===== src/rtl/led_pkg.sv =====
// Shared types and helpers for the thermometer LED serializer.
// Provides the FSM state encoding, default sizes and the thermometer-code check.
package led_pkg;

    typedef enum logic [1:0] {
        IDLE     = 2'd0,
        SHIFT_LO = 2'd1,
        SHIFT_HI = 2'd2,
        LATCH    = 2'd3
    } state_t;

    localparam int DEFAULT_DATA_W  = 8;
    localparam int DEFAULT_CLK_DIV = 2;

    // True for 2^k-1 with 1 <= k <= w: non-zero, all ones contiguous from bit 0, nothing above bit w-1.
    function automatic logic is_thermo(input logic [63:0] v, input int unsigned w);
        return (v != 64'd0) && ((v & (v + 64'd1)) == 64'd0) && ((v >> w) == 64'd0);
    endfunction

endpackage


===== src/rtl/thermo_led_serializer_if.sv =====
// Pattern handshake between the thermometer pattern source and the LED serializer.
// master drives the pattern, slave (the serializer) answers with data_ready.
interface thermo_led_serializer_if
    import led_pkg::*;
#(
    parameter int DATA_W = DEFAULT_DATA_W
);
    logic [DATA_W-1:0] data_in;
    logic              data_valid;
    logic              data_ready;

    modport master (output data_in, output data_valid, input data_ready);
    modport slave  (input data_in, input data_valid, output data_ready);
endinterface


===== src/rtl/ser_phase_timer.sv =====
// Restartable phase counter for the serializer: raises tc on the last clk of every
// CLK_DIV-cycle phase; restart reloads the count to zero so each state gets a full phase.
module ser_phase_timer #(
    parameter int CLK_DIV = 2
) (
    input  logic clk,
    input  logic clear,
    input  logic restart,
    output logic tc
);
    localparam int CNT_W = $clog2(CLK_DIV + 1);
    localparam logic [CNT_W-1:0] TERM = CNT_W'(CLK_DIV - 1);

    logic [CNT_W-1:0] cnt_r;

    assign tc = (cnt_r == TERM);

    // Phase count: reload on restart or at terminal, never counts past TERM.
    always_ff @(posedge clk) begin
        if (clear) begin
            cnt_r <= {CNT_W{1'b0}};
        end else if (restart || tc) begin
            cnt_r <= {CNT_W{1'b0}};
        end else begin
            cnt_r <= cnt_r + CNT_W'(1);
        end
    end

endmodule


===== src/rtl/thermo_led_serializer.sv =====
// Shifts one accepted bar pattern out on ser_clk/ser_data, then pulses ser_latch.
// Optional THERMO_CHECK_EN: reject non-thermometer patterns at accept and set sticky err.
module thermo_led_serializer
    import led_pkg::*;
#(
    parameter int DATA_W    = DEFAULT_DATA_W,
    parameter int CLK_DIV   = DEFAULT_CLK_DIV,
    parameter bit MSB_FIRST = 1'b1
) (
    input  logic                    clk,
    input  logic                    clear,
    thermo_led_serializer_if.slave  hs,
    output logic                    ser_clk,
    output logic                    ser_data,
    output logic                    ser_latch,
    output logic                    busy,
    output logic                    err
);
    localparam int BIT_W = $clog2(DATA_W + 1);
    localparam logic [BIT_W-1:0] LAST_BIT = BIT_W'(DATA_W - 1);

    state_t              state_r;
    state_t              state_next_s;
    logic [DATA_W-1:0]   shreg_r;
    logic [DATA_W-1:0]   shreg_next_s;
    logic [BIT_W-1:0]    bit_cnt_r;
    logic                ready_r;
    logic                tc_s;
    logic                restart_s;
    logic                accept_s;
    logic                pattern_ok_s;
    logic                start_s;
    logic                reject_s;
    logic                advance_s;

    function automatic logic first_bit(input logic [DATA_W-1:0] v);
        return MSB_FIRST ? v[DATA_W-1] : v[0];
    endfunction

    assign hs.data_ready = ready_r;
    assign accept_s      = hs.data_valid & ready_r;

`ifdef THERMO_CHECK_EN
    assign pattern_ok_s = is_thermo(64'(hs.data_in), DATA_W);
`else
    assign pattern_ok_s = 1'b1;
`endif

    assign start_s      = accept_s & pattern_ok_s;
    assign reject_s     = accept_s & ~pattern_ok_s;
    assign shreg_next_s = MSB_FIRST ? {shreg_r[DATA_W-2:0], 1'b0} : {1'b0, shreg_r[DATA_W-1:1]};
    assign advance_s    = (state_r == SHIFT_HI) && (state_next_s == SHIFT_LO);
    assign restart_s    = (state_next_s != state_r);

    ser_phase_timer #(
        .CLK_DIV (CLK_DIV)
    ) u_timer (
        .clk     (clk),
        .clear   (clear),
        .restart (restart_s),
        .tc      (tc_s)
    );

    // Next-state decode; every state change also restarts the phase timer.
    always_comb begin
        state_next_s = state_r;
        case (state_r)
            IDLE: begin
                if (start_s) state_next_s = SHIFT_LO;
                else         state_next_s = IDLE;
            end
            SHIFT_LO: begin
                if (tc_s) state_next_s = SHIFT_HI;
                else      state_next_s = SHIFT_LO;
            end
            SHIFT_HI: begin
                if (tc_s) begin
                    if (bit_cnt_r == LAST_BIT) state_next_s = LATCH;
                    else                       state_next_s = SHIFT_LO;
                end else begin
                    state_next_s = SHIFT_HI;
                end
            end
            LATCH: begin
                if (tc_s) state_next_s = IDLE;
                else      state_next_s = LATCH;
            end
            default: state_next_s = IDLE;
        endcase
    end

    // State, shift path and registered serial outputs; clear overrides any handshake.
    always_ff @(posedge clk) begin
        if (clear) begin
            state_r   <= IDLE;
            shreg_r   <= {DATA_W{1'b0}};
            bit_cnt_r <= {BIT_W{1'b0}};
            ready_r   <= 1'b1;
            busy      <= 1'b0;
            ser_clk   <= 1'b0;
            ser_data  <= 1'b0;
            ser_latch <= 1'b0;
        end else begin
            state_r   <= state_next_s;
            ser_clk   <= (state_next_s == SHIFT_HI);
            ser_latch <= (state_next_s == LATCH);
            // A rejected pattern still costs one not-ready cycle so the source sees the handshake.
            ready_r   <= (state_next_s == IDLE) && !reject_s;
            busy      <= !((state_next_s == IDLE) && !reject_s);
            if (start_s) begin
                shreg_r   <= hs.data_in;
                ser_data  <= first_bit(hs.data_in);
                bit_cnt_r <= {BIT_W{1'b0}};
            end else if (advance_s) begin
                shreg_r   <= shreg_next_s;
                ser_data  <= first_bit(shreg_next_s);
                bit_cnt_r <= bit_cnt_r + BIT_W'(1);
            end else if ((state_next_s == LATCH) || (state_next_s == IDLE)) begin
                shreg_r   <= shreg_r;
                ser_data  <= 1'b0;
                bit_cnt_r <= {BIT_W{1'b0}};
            end else begin
                shreg_r   <= shreg_r;
                ser_data  <= ser_data;
                bit_cnt_r <= bit_cnt_r;
            end
        end
    end

    // Sticky pattern error flag.
    always_ff @(posedge clk) begin
        if (clear) begin
            err <= 1'b0;
        end else begin
`ifdef THERMO_CHECK_EN
            err <= err | reject_s;
`else
            err <= 1'b0;
`endif
        end
    end

endmodule

===== src/flat_wrapper.sv =====
// flat-port wrapper written by rule: the top's interface ports become plain ports
module thermo_led_serializer_flat import led_pkg::*;
#(
    parameter int DATA_W    = DEFAULT_DATA_W,
    parameter int CLK_DIV   = DEFAULT_CLK_DIV,
    parameter bit MSB_FIRST = 1'b1
)
  (clk, clear, ser_clk, ser_data, ser_latch, busy, err, hs_data_in, hs_data_valid, hs_data_ready);
  thermo_led_serializer_if #(.DATA_W(DATA_W)) hs_i ();
  input  logic clk;
  input  logic clear;
  output logic ser_clk;
  output logic ser_data;
  output logic ser_latch;
  output logic busy;
  output logic err;
  input wire logic [$bits(hs_i.data_in)-1:0] hs_data_in;
  input wire logic [$bits(hs_i.data_valid)-1:0] hs_data_valid;
  output wire logic [$bits(hs_i.data_ready)-1:0] hs_data_ready;
  assign hs_i.data_in = hs_data_in;
  assign hs_i.data_valid = hs_data_valid;
  assign hs_data_ready = hs_i.data_ready;
  thermo_led_serializer #(.DATA_W(DATA_W), .CLK_DIV(CLK_DIV), .MSB_FIRST(MSB_FIRST)) u_core (.clk(clk), .clear(clear), .hs(hs_i), .ser_clk(ser_clk), .ser_data(ser_data), .ser_latch(ser_latch), .busy(busy), .err(err));
endmodule

===== config.mk =====
export PLATFORM = sky130hd
export DESIGN_NAME = thermo_led_serializer_flat
export DESIGN_NICKNAME = d
export VERILOG_FILES = /design/src/rtl/led_pkg.sv /design/src/rtl/thermo_led_serializer_if.sv /design/src/rtl/ser_phase_timer.sv /design/src/rtl/thermo_led_serializer.sv /design/src/flat_wrapper.sv
export SDC_FILE = /design/constraint.sdc
export NUM_CORES = 1
export LEC_CHECK = 0
export ABC_AREA = 1
export CELL_PAD_IN_SITES_DETAIL_PLACEMENT = 2
export CELL_PAD_IN_SITES_GLOBAL_PLACEMENT = 2
export CORE_UTILIZATION = 31
export CTS_CLUSTER_DIAMETER = 30
export DETAILED_ROUTE_END_ITERATION = 12
export PLACE_DENSITY = 0.85
export SLEW_MARGIN = 30
export SYNTH_ARGS = -nofsm -noshare
export SYNTH_HDL_FRONTEND = slang
export SYNTH_SLANG_ARGS = --single-unit

===== constraint.sdc =====
create_clock -name clk -period 5.1 [get_ports clk]
set_clock_uncertainty 0.1 [all_clocks]
set_input_delay 0.765 -clock clk [delete_from_list [all_inputs] [get_ports clk]]
set_output_delay 0.765 -clock clk [all_outputs]
set_load 0.01 [all_outputs]

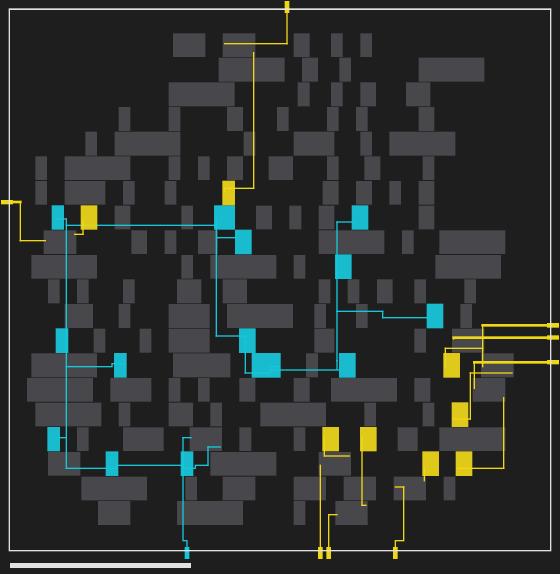
*Port wiring*
The bar under the picture is 20 µm long.
cyan -> clear  # bits 1, direction input, end cells 14, buffers 1, wire 151 µm
yellow -> hs_data_in  # bits 8, direction input, end cells 8, buffers 8, wire 139 µm

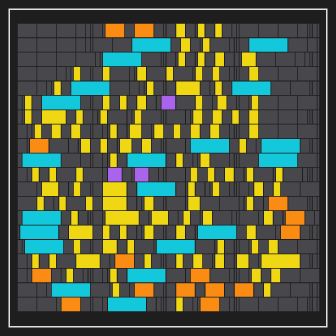
*Cells colored by class*
Fill, decap, tap and diode cells in gray.
yellow -> all other logic  # cells 110, share of their area 50%
cyan -> flops  # cells 20, share of their area 35%
purple -> cells driving clock nets  # cells 3, share of their area 2.0%
orange -> other buffers and delay cells  # cells 15, share of their area 13%

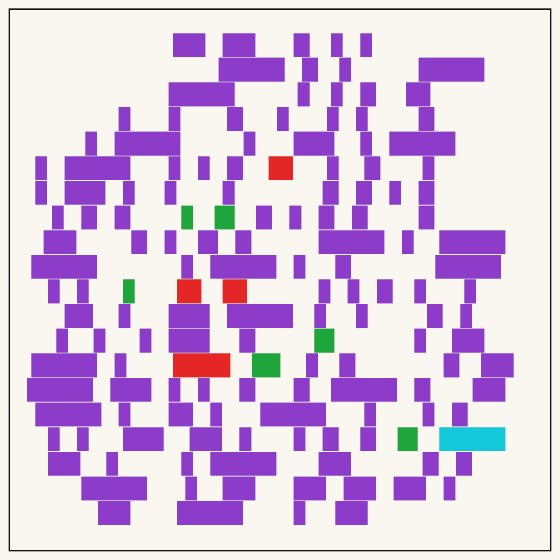
*Cells by drive strength*
purple -> drive 1 or less  # cells 137
red -> drive 3 to 4  # cells 4
green -> drive 2  # cells 6
cyan -> drive 6 and up  # cells 1
Buffers excl. clock: 15
Area growth syn-to-layout: 15.7%
total non-filler cell area in the finished layout: 1190 µm²
Final Worst Setup Slack: 2420 ps

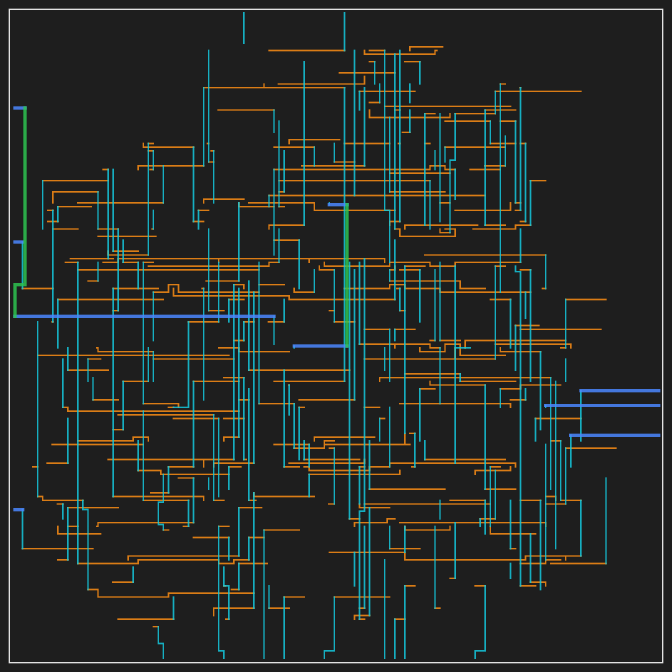
*Wiring by layer*
green -> met4  # wire length 32.9 µm
blue -> met3  # wire length 58.0 µm
orange -> met1  # wire length 1130 µm
cyan -> met2  # wire length 1240 µm
count of vias placed by the detailed router: 907
total global routing track utilization: 0.162

==> impl_metrics.env <==
# yosys + openroad results
export IMPL_vdd_drop_max_uv=121
export IMPL_timing_slew_headroom=0.614
export IMPL_postSynthAreaPerCell_um2=7.57
export IMPL_switching_power_uw=127
export IMPL_hold_path_depth=1
export IMPL_critical_path_max_fanout=18
export IMPL_status="completed"
export IMPL_cts_htree_levels=1
export IMPL_tns_ps=0
export IMPL_finalWorstPathRequiredPeriod_ps=2680
export IMPL_numClockSinks=20
export IMPL_first_pass_grt_wire_length_um=4320
export IMPL_synth_area_um2=1030
export IMPL_core_area_um2=3100
export IMPL_grt_antenna_before_repair=0
export IMPL_chip_area_um2=3560
export IMPL_totalWireLength_um=2460
export IMPL_power_combinational_fraction=0.295
export IMPL_max_slew_worst_pin_slew_ps=578
export IMPL_synth_stat_cells=136
export IMPL_global_route_congestion_overflow_total=0
export IMPL_clock_transition_time_at_the_flip_flop_clock_pins_of_the_worst_setup_and_hold_paths_ps=110
export IMPL_clock_tree_from_tritoncts="yes"
export IMPL_nNetsFinal=167
export IMPL_ys_ff=20
export IMPL_post_cts_buffers=0
export IMPL_final_layout_top_logic_cells="nand2_1, dfxtp_1, nand3_1"
export IMPL_synth_compound_area_share=0.0863
export IMPL_drt_iter0_drc=8
export IMPL_timing_max_transition_violations_final=0
export IMPL_clk_path_buf_depth=2
export IMPL_chipWidth_um=59.6
export IMPL_cp_slowest_stage_delay_ps=590
export IMPL_post_route_period_util=0.525
export IMPL_initial_core_utilization=0.332
export IMPL_first_global_vias=977
export IMPL_synth_top_area_share=0.389
export IMPL_regToRegSetupSlack_ps=3010
export IMPL_drt_vias_per_instance=4.72
export IMPL_rsz_0062_raised_after_global_routing="false"
export IMPL_hold_path_startpoint="u_core.u_timer.cnt_r[0]"
export IMPL_clock_insertion_delay_worst_skew_ps=300
export IMPL_total_leakage_power_nw=0.491
export IMPL_topCellsByArea="dfxtp_1, nand2_1, nand3_1, ha_1, inv_1"
-- critical path, delay by kind of cell --
kind	cells	cell delay (ps)
adder cells (fa/ha/maj)	1	250
AND-OR/OR-AND	2	330
buffers and inverters	3	870
AND/OR/NAND/NOR	4	560
-- cell usage after synthesis (all sizes together) --
cell    instances
a21boi          1
a21oi          11
buf             6
clkinv          1
conb            1
dfxtp          20
ha              6
inv            16
nand2          35
nand3          20
nand4           1
nor2           13
o211ai          1
o21ai           3
xor2            1
-- registers in the layout, indices dropped and copies added, names as in the netlist --
signal / flops
u_core.u_timer.cnt_r: 2
u_core.hs.data_ready: 1
u_core.ser_latch: 1
u_core.state_r: 2
u_core.bit_cnt_r: 4
u_core.ser_data: 1
u_core.shreg_r: 7
u_core.ser_clk: 1
u_core.busy: 1
-- area by class of cell --
class | count | area [µm²]
repair buffers | 15 | 150
multi-input cells | 93 | 499
clock buffers | 3 | 22.5
fillers | 403 | 1910
well taps | 44 | 55.1
flip-flops and latches | 20 | 400
inverters | 17 | 63.8
-- per-stage QoR --
step                       util  std cells  hold slack, ps  area (µm²)
after floorplan               -        136             297        1030
after global placement    0.377        189             306        1170
after detailed placement  0.377        189             334        1170
after CTS                 0.384        192             351        1190
after global routing      0.384        192             364        1190
final                     0.384        192             345        1190
-- cell families (layout without fill, tap and decap cells) --
kind of cell,after synthesis,after routing
simple gates,69,69
fa+ha+maj,6,6
other cells,1,1
buf+inv,23,35
xor+xnor,1,1
flops,20,20
compound gates,16,16
-- power groups by stage --
stage                     Combinational [mW]  Clock, mW  Sequential, mW
final                                  0.109     0.0753           0.185
after detailed placement               0.111          0           0.189
after global routing                   0.125     0.0858           0.187
after CTS                              0.113     0.0803           0.186
after global placement                 0.105          0           0.188
after floorplan                       0.0829          0           0.185
-- worst max-delay path by stage --
stage,start,end,cells after the start
after floorplan,hs_data_valid,u_core.shreg_r[5],10
after global placement,hs_data_valid,u_core.bit_cnt_r[3],10
after detailed placement,hs_data_valid,u_core.shreg_r[2],10
after CTS,hs_data_valid,u_core.shreg_r[2],10
after global routing,hs_data_valid,u_core.shreg_r[2],10
final,hs_data_valid,u_core.bit_cnt_r[0],10
-- per-layer routing --
metal | track usage | routed length, µm
met1 | 0.193 | 1130
met2 | 0.292 | 1240
met3 | 0.0328 | 57
met4 | 0.0498 | 32
met5 | 0 | 0
Power is estimated from default activity; no workload was simulated.
